--- src/rtl/bpu_resolve_ctrl.sv ---
// Branch prediction resolve controller: queues fetch-time predictions,
// checks them at MEM resolution, drives predictor update and flush.
//
// Ports:
//   clk, reset           clock (rising), async active-high reset
//   if_valid/if_pc/      fetched instruction and its predicted next PC;
//   if_pred_pc/if_stall  pushed unless IF is stalled or the queue is full
//   res_valid/res_pc/    MEM resolves the oldest in-flight instruction
//   res_next_pc
//   q_full               combinational, IF must stall
//   bpu_w_en/bpu_tag_pc/ one-cycle predictor update on a mispredict
//   bpu_next_pc
//   flush                squash IF/ID/EX for FLUSH_CYCLES cycles
//   redirect_valid/_pc   one-cycle fetch redirect
//   sync_err             sticky ordering/overflow/underflow flag
//
// Optional: define BPU_PERF_CNT_EN to add the saturating counters
// perf_resolved, perf_mispred and perf_flush_cyc (32 bits each).

module bpu_resolve_ctrl #(
    parameter int DEPTH        = 4,
    parameter int PC_WIDTH     = 32,
    parameter int FLUSH_CYCLES = 2
) (
    input  logic                clk,
    input  logic                reset,
    input  logic                if_valid,
    input  logic [PC_WIDTH-1:0] if_pc,
    input  logic [PC_WIDTH-1:0] if_pred_pc,
    input  logic                if_stall,
    input  logic                res_valid,
    input  logic [PC_WIDTH-1:0] res_pc,
    input  logic [PC_WIDTH-1:0] res_next_pc,
    output logic                q_full,
    output logic                bpu_w_en,
    output logic [PC_WIDTH-1:0] bpu_tag_pc,
    output logic [PC_WIDTH-1:0] bpu_next_pc,
    output logic                flush,
    output logic                redirect_valid,
    output logic [PC_WIDTH-1:0] redirect_pc,
    output logic                sync_err
`ifdef BPU_PERF_CNT_EN
    ,
    output logic [31:0]         perf_resolved,
    output logic [31:0]         perf_mispred,
    output logic [31:0]         perf_flush_cyc
`endif
);

    localparam int AW = $clog2(DEPTH);
    localparam int CW = (FLUSH_CYCLES > 1) ? $clog2(FLUSH_CYCLES) : 1;
    localparam logic [AW:0]   FULL_CNT = (AW+1)'(DEPTH);
    localparam logic [CW-1:0] FL_LOAD  = CW'(FLUSH_CYCLES - 1);

    typedef enum logic {
        S_RUN,
        S_FLUSH
    } state_e;

    // Prediction queue storage
    logic [PC_WIDTH-1:0] pc_mem_q   [DEPTH];
    logic [PC_WIDTH-1:0] pred_mem_q [DEPTH];

    state_e              state_q, state_d;
    logic [AW-1:0]       wr_ptr_q, wr_ptr_d;
    logic [AW-1:0]       rd_ptr_q, rd_ptr_d;
    logic [AW:0]         count_q, count_d;
    logic [CW-1:0]       fcnt_q, fcnt_d;
    logic                w_en_q, w_en_d;
    logic [PC_WIDTH-1:0] tag_q, tag_d;
    logic [PC_WIDTH-1:0] nxt_q, nxt_d;
    logic                rv_q, rv_d;
    logic [PC_WIDTH-1:0] rpc_q, rpc_d;
    logic                flush_q, flush_d;
    logic                serr_q, serr_d;

    logic                run;
    logic                full;
    logic                empty;
    logic                push_req;
    logic                push;
    logic                pop;
    logic                drop;
    logic                pop_empty;
    logic                order_err;
    logic                mispred;
    logic [PC_WIDTH-1:0] head_pc;
    logic [PC_WIDTH-1:0] head_pred;

    assign run   = (state_q == S_RUN);
    assign full  = (count_q == FULL_CNT);
    assign empty = (count_q == '0);

    assign head_pc   = pc_mem_q[rd_ptr_q];
    assign head_pred = pred_mem_q[rd_ptr_q];

    // A pop in the same cycle frees a slot, so a full queue still accepts
    // the push; only an unmatched push into a full queue is dropped.
    assign push_req  = if_valid && !if_stall && run;
    assign pop       = res_valid && !empty && run;
    assign push      = push_req && (!full || pop);
    assign drop      = push_req && full && !pop;
    assign pop_empty = res_valid && empty && run;
    assign order_err = pop && (head_pc != res_pc);
    assign mispred   = pop && (res_next_pc != head_pred);

    always_comb begin
        state_d  = state_q;
        wr_ptr_d = wr_ptr_q;
        rd_ptr_d = rd_ptr_q;
        count_d  = count_q;
        fcnt_d   = fcnt_q;
        w_en_d   = 1'b0;
        tag_d    = tag_q;
        nxt_d    = nxt_q;
        rv_d     = 1'b0;
        rpc_d    = rpc_q;
        flush_d  = flush_q;
        serr_d   = serr_q | drop | pop_empty | order_err;

        if (push) begin
            wr_ptr_d = wr_ptr_q + AW'(1);
        end
        if (pop) begin
            rd_ptr_d = rd_ptr_q + AW'(1);
        end
        count_d = count_q + (AW+1)'(push) - (AW+1)'(pop);

        unique case (state_q)
            S_RUN: begin
                if (mispred) begin
                    state_d  = S_FLUSH;
                    fcnt_d   = FL_LOAD;
                    flush_d  = 1'b1;
                    w_en_d   = 1'b1;
                    tag_d    = res_pc;
                    nxt_d    = res_next_pc;
                    rv_d     = 1'b1;
                    rpc_d    = res_next_pc;
                    // Everything younger is wrong-path: drop it all.
                    wr_ptr_d = '0;
                    rd_ptr_d = '0;
                    count_d  = '0;
                end
            end
            S_FLUSH: begin
                if (fcnt_q == '0) begin
                    state_d = S_RUN;
                    flush_d = 1'b0;
                end else begin
                    fcnt_d = fcnt_q - CW'(1);
                end
            end
            default: begin
                state_d = S_RUN;
            end
        endcase
    end

    always_ff @(posedge clk) begin
        if (push) begin
            pc_mem_q[wr_ptr_q]   <= if_pc;
            pred_mem_q[wr_ptr_q] <= if_pred_pc;
        end
    end

    always_ff @(posedge clk or posedge reset) begin
        if (reset) begin
            state_q  <= S_RUN;
            wr_ptr_q <= '0;
            rd_ptr_q <= '0;
            count_q  <= '0;
            fcnt_q   <= '0;
            w_en_q   <= 1'b0;
            tag_q    <= '0;
            nxt_q    <= '0;
            rv_q     <= 1'b0;
            rpc_q    <= '0;
            flush_q  <= 1'b0;
            serr_q   <= 1'b0;
        end else begin
            state_q  <= state_d;
            wr_ptr_q <= wr_ptr_d;
            rd_ptr_q <= rd_ptr_d;
            count_q  <= count_d;
            fcnt_q   <= fcnt_d;
            w_en_q   <= w_en_d;
            tag_q    <= tag_d;
            nxt_q    <= nxt_d;
            rv_q     <= rv_d;
            rpc_q    <= rpc_d;
            flush_q  <= flush_d;
            serr_q   <= serr_d;
        end
    end

    assign q_full         = full;
    assign bpu_w_en       = w_en_q;
    assign bpu_tag_pc     = tag_q;
    assign bpu_next_pc    = nxt_q;
    assign flush          = flush_q;
    assign redirect_valid = rv_q;
    assign redirect_pc    = rpc_q;
    assign sync_err       = serr_q;

`ifdef BPU_PERF_CNT_EN
    logic [31:0] pres_q, pres_d;
    logic [31:0] pmis_q, pmis_d;
    logic [31:0] pfl_q, pfl_d;

    // Counters stick at all-ones instead of wrapping.
    always_comb begin
        pres_d = pres_q;
        pmis_d = pmis_q;
        pfl_d  = pfl_q;
        if (pop && (pres_q != '1)) begin
            pres_d = pres_q + 32'd1;
        end
        if (mispred && (pmis_q != '1)) begin
            pmis_d = pmis_q + 32'd1;
        end
        if (flush_q && (pfl_q != '1)) begin
            pfl_d = pfl_q + 32'd1;
        end
    end

    always_ff @(posedge clk or posedge reset) begin
        if (reset) begin
            pres_q <= '0;
            pmis_q <= '0;
            pfl_q  <= '0;
        end else begin
            pres_q <= pres_d;
            pmis_q <= pmis_d;
            pfl_q  <= pfl_d;
        end
    end

    assign perf_resolved  = pres_q;
    assign perf_mispred   = pmis_q;
    assign perf_flush_cyc = pfl_q;
`endif

endmodule
--- config.mk ---
export PLATFORM = sky130hd
export DESIGN_NAME = bpu_resolve_ctrl
export DESIGN_NICKNAME = d
export VERILOG_FILES = /design/src/rtl/bpu_resolve_ctrl.sv
export SDC_FILE = /design/constraint.sdc
export NUM_CORES = 1
export LEC_CHECK = 0
export CELL_PAD_IN_SITES_DETAIL_PLACEMENT = 1
export CELL_PAD_IN_SITES_GLOBAL_PLACEMENT = 2
export CORE_ASPECT_RATIO = 1.25
export CORE_MARGIN = 2
export CORE_UTILIZATION = 30
export CTS_CLUSTER_DIAMETER = 150
export CTS_CLUSTER_SIZE = 14
export DETAILED_ROUTE_END_ITERATION = 10
export DONT_BUFFER_PORTS = 1
export PLACE_DENSITY_LB_ADDON = 0.1
export SYNTH_ARGS = -nofsm -noshare
export SYNTH_HDL_FRONTEND = slang
export SYNTH_SLANG_ARGS = --single-unit
--- constraint.sdc ---
create_clock -name clk -period 4.37 [get_ports clk]
set_input_delay 0.437 -clock clk [delete_from_list [all_inputs] [get_ports clk]]
set_output_delay 0.437 -clock clk [all_outputs]
set_load 0.1 [all_outputs]
Fig. 1: register map, names as in the netlist
Other sequential cells in the stronger grey, the rest of the logic in the fainter grey.
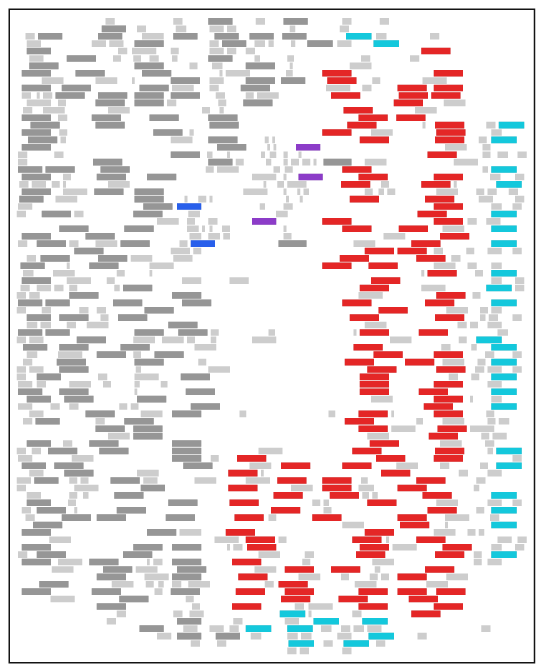
Cyan shows redirect_pc, placed flops 32. Blue shows wr_ptr_q, placed flops 2. Red shows pred_mem_q, placed flops 128. Purple shows count_q, placed flops 3.
Another 167 sequential cells are not coloured.
utilization after layout: 0.359
Storage cell area: 0.00964 mm²
flip-flop and latch share of the layout cell area: 0.611

Fig. 2: met4 routing
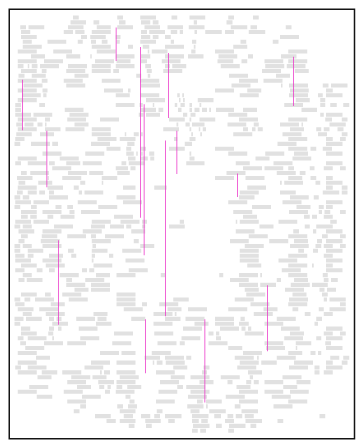
The layer carries 615 µm of wire. The layer holds 2.0% of the routed length.
final wirelength: 30.4 mm
vias after detailed routing: 6190

Fig. 3: routed clock nets over the placement
The bar under the picture is 50 µm long.
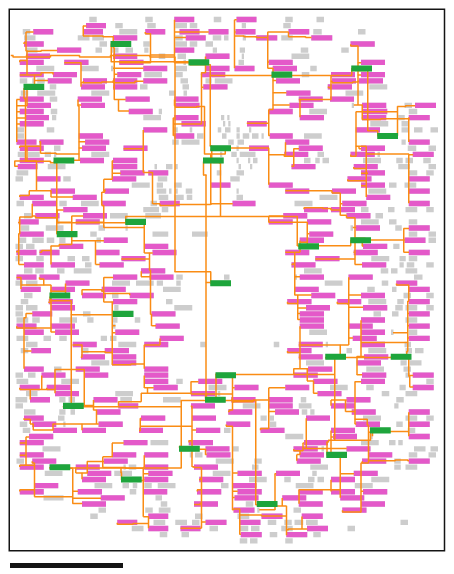
Orange shows clock wires, length 4430 µm. Magenta shows flip-flops, count 332. Green shows clock-net drivers, count 27.
Position of the flops: widely spread. There are 28 routed clock nets.
clk_lat worst skew: 550 ps
setup skew after layout: 14.4 ps

==> summary.txt <==
Physical implementation

The flow ran to the end, and the final reports show no timing, DRC or antenna violations. The width of the die is 192 µm. Dividing the synthesized area by the synthesized cell count gives 20.5 µm². The path class of the tightest hold or removal check is in2async.

The summed standard-cell area reported by yosys is 0.0133 mm². The cell count after synthesis came out at 650. Counting the buffers created by CTS gives 27. The total cells reported by yosys after synthesis is 650. Per the synthesis report, the AND-OR/OR-AND share of the synthesized area is 0.00508. Clock tree synthesis found a total of 332 sinks. Summing all multi-input logic gate instances after layout gives 0.00332 mm².

In this run, the synthesized area fraction spent on adder and majority cells is recorded as 0.00621. The type of the worst setup path is reg2reg. In this run the critical register-to-register path is launched from rd_ptr_q[0]. For the worst setup path, the data arrival time is 3920 ps. The minimum setup slack in the final design is 877 ps. The number of warnings in the stage logs is 29. The worst max-slew margin expressed relative to the limit is 0.285.

The tool flagged a number of max-cap violations equal to 0. In this run the deepest clock path goes through 3 buffers. The top cell types in the final layout, fill and taps aside, are edfxtp_1 (256), dlygate4sd3_1 (113), xnor2_1 (67), mux4_2 (64), dfrtp_1 (41).

The number of cells on the worst reg-to-reg path is 8. The chip occupies 0.0461 mm². RePlAce ended its routability-driven mode at a weighted congestion of 0.667. From synthesis to final layout, the design area changed by 18.6%. Looking at the clock tree report, the root buffer type is clkbuf_16. The count of endpoints failing setup in the final report is 0. The flow reports an fmax of 286 MHz.

OpenSTA lists the critical path endpoint as bpu_tag_pc[15]. The number of iterations in the first detailed-routing pass is 4. In this run the cell area of the synthesized design comes to 0.0133 mm². Of the total standard cell area in the layout, the multi-input combinational portion is 0.210. The H-tree depth reported by CTS is 1. The simple-gate area share of the yosys netlist is 0.0170. The number of setup buffers added after CTS is 0. The layout report lists the clock-cell share of area as 0.0494.

Setup repair after global routing left no endpoint under its margin. The cell class ranked first by area is registers. The final layout report lists a filler cell count of 4266. The destination of the worst register-to-register timing path is bpu_tag_pc[15]. Per Yosys stat, the portion of area used by sequential elements is 0.721.
## metrics by stage
step	instance area, µm²	hold WS (ps)	utilization	cells
6_report	15800	14.4	0.359	1345
2_1_floorplan	13300	470	-	650
3_5_place_dp	13900	512	0.316	1181
4_1_cts	15800	0.171	0.359	1343
5_1_grt	15800	6.96	0.359	1345
3_3_place_gp	13900	488	0.316	1181
## synth_stat cells, types with 3 or more instances
cell	n	area, µm²
and2_1	5	31.3
buf_2	11	55.1
buf_4	33	248
buf_6	6	67.6
clkbuf_1	4	15.0
dfrtp_1	76	1900
edfxtp_1	256	7690
ha_1	5	62.6
inv_1	8	30.0
mux2_2	25	282
mux2_4	39	586
mux4_2	64	1440
nand4_1	15	93.8
nor2_1	8	30.0
nor3_1	3	15.0
nor4_1	3	18.8
xnor2_1	67	587
## repair_timing
item / in CTS / in global routing
endpoints found under the hold margin: 305 / 0
endpoints found under the setup margin: 0 / 0
gates resized: 0 / 0
hold buffers: 113 / 0
## critical path: stages (launching register included)
cell	delay (ps)
dfrtp_4	690
buf_4	330
mux4_2	550
xnor2_1	160
nand4_1	120
nor4_1	650
a21oi_4	100
buf_4	350
mux2_4	380
## layer usage
| metal | GRT usage | up-vias | share of wire |
|---|---|---|---|
| met5 | 0 | - | 0 |
| met4 | 0.0361 | 0 | 0.020 |
| met3 | 0.0295 | 35 | 0.060 |
| met2 | 0.247 | 185 | 0.53 |
| met1 | 0.156 | 3276 | 0.39 |
| li1 | - | 2694 | - |
## flip-flops by register name (all words and copies together) (netlist names)
signal and count:
bpu_tag_pc 32, wr_ptr_q 2, redirect_pc 32, state_q 1
count_q 3, redirect_valid 1, sync_err 1, flush 1
pc_mem_q 128, pred_mem_q 128, rd_ptr_q 2, fcnt_q 1
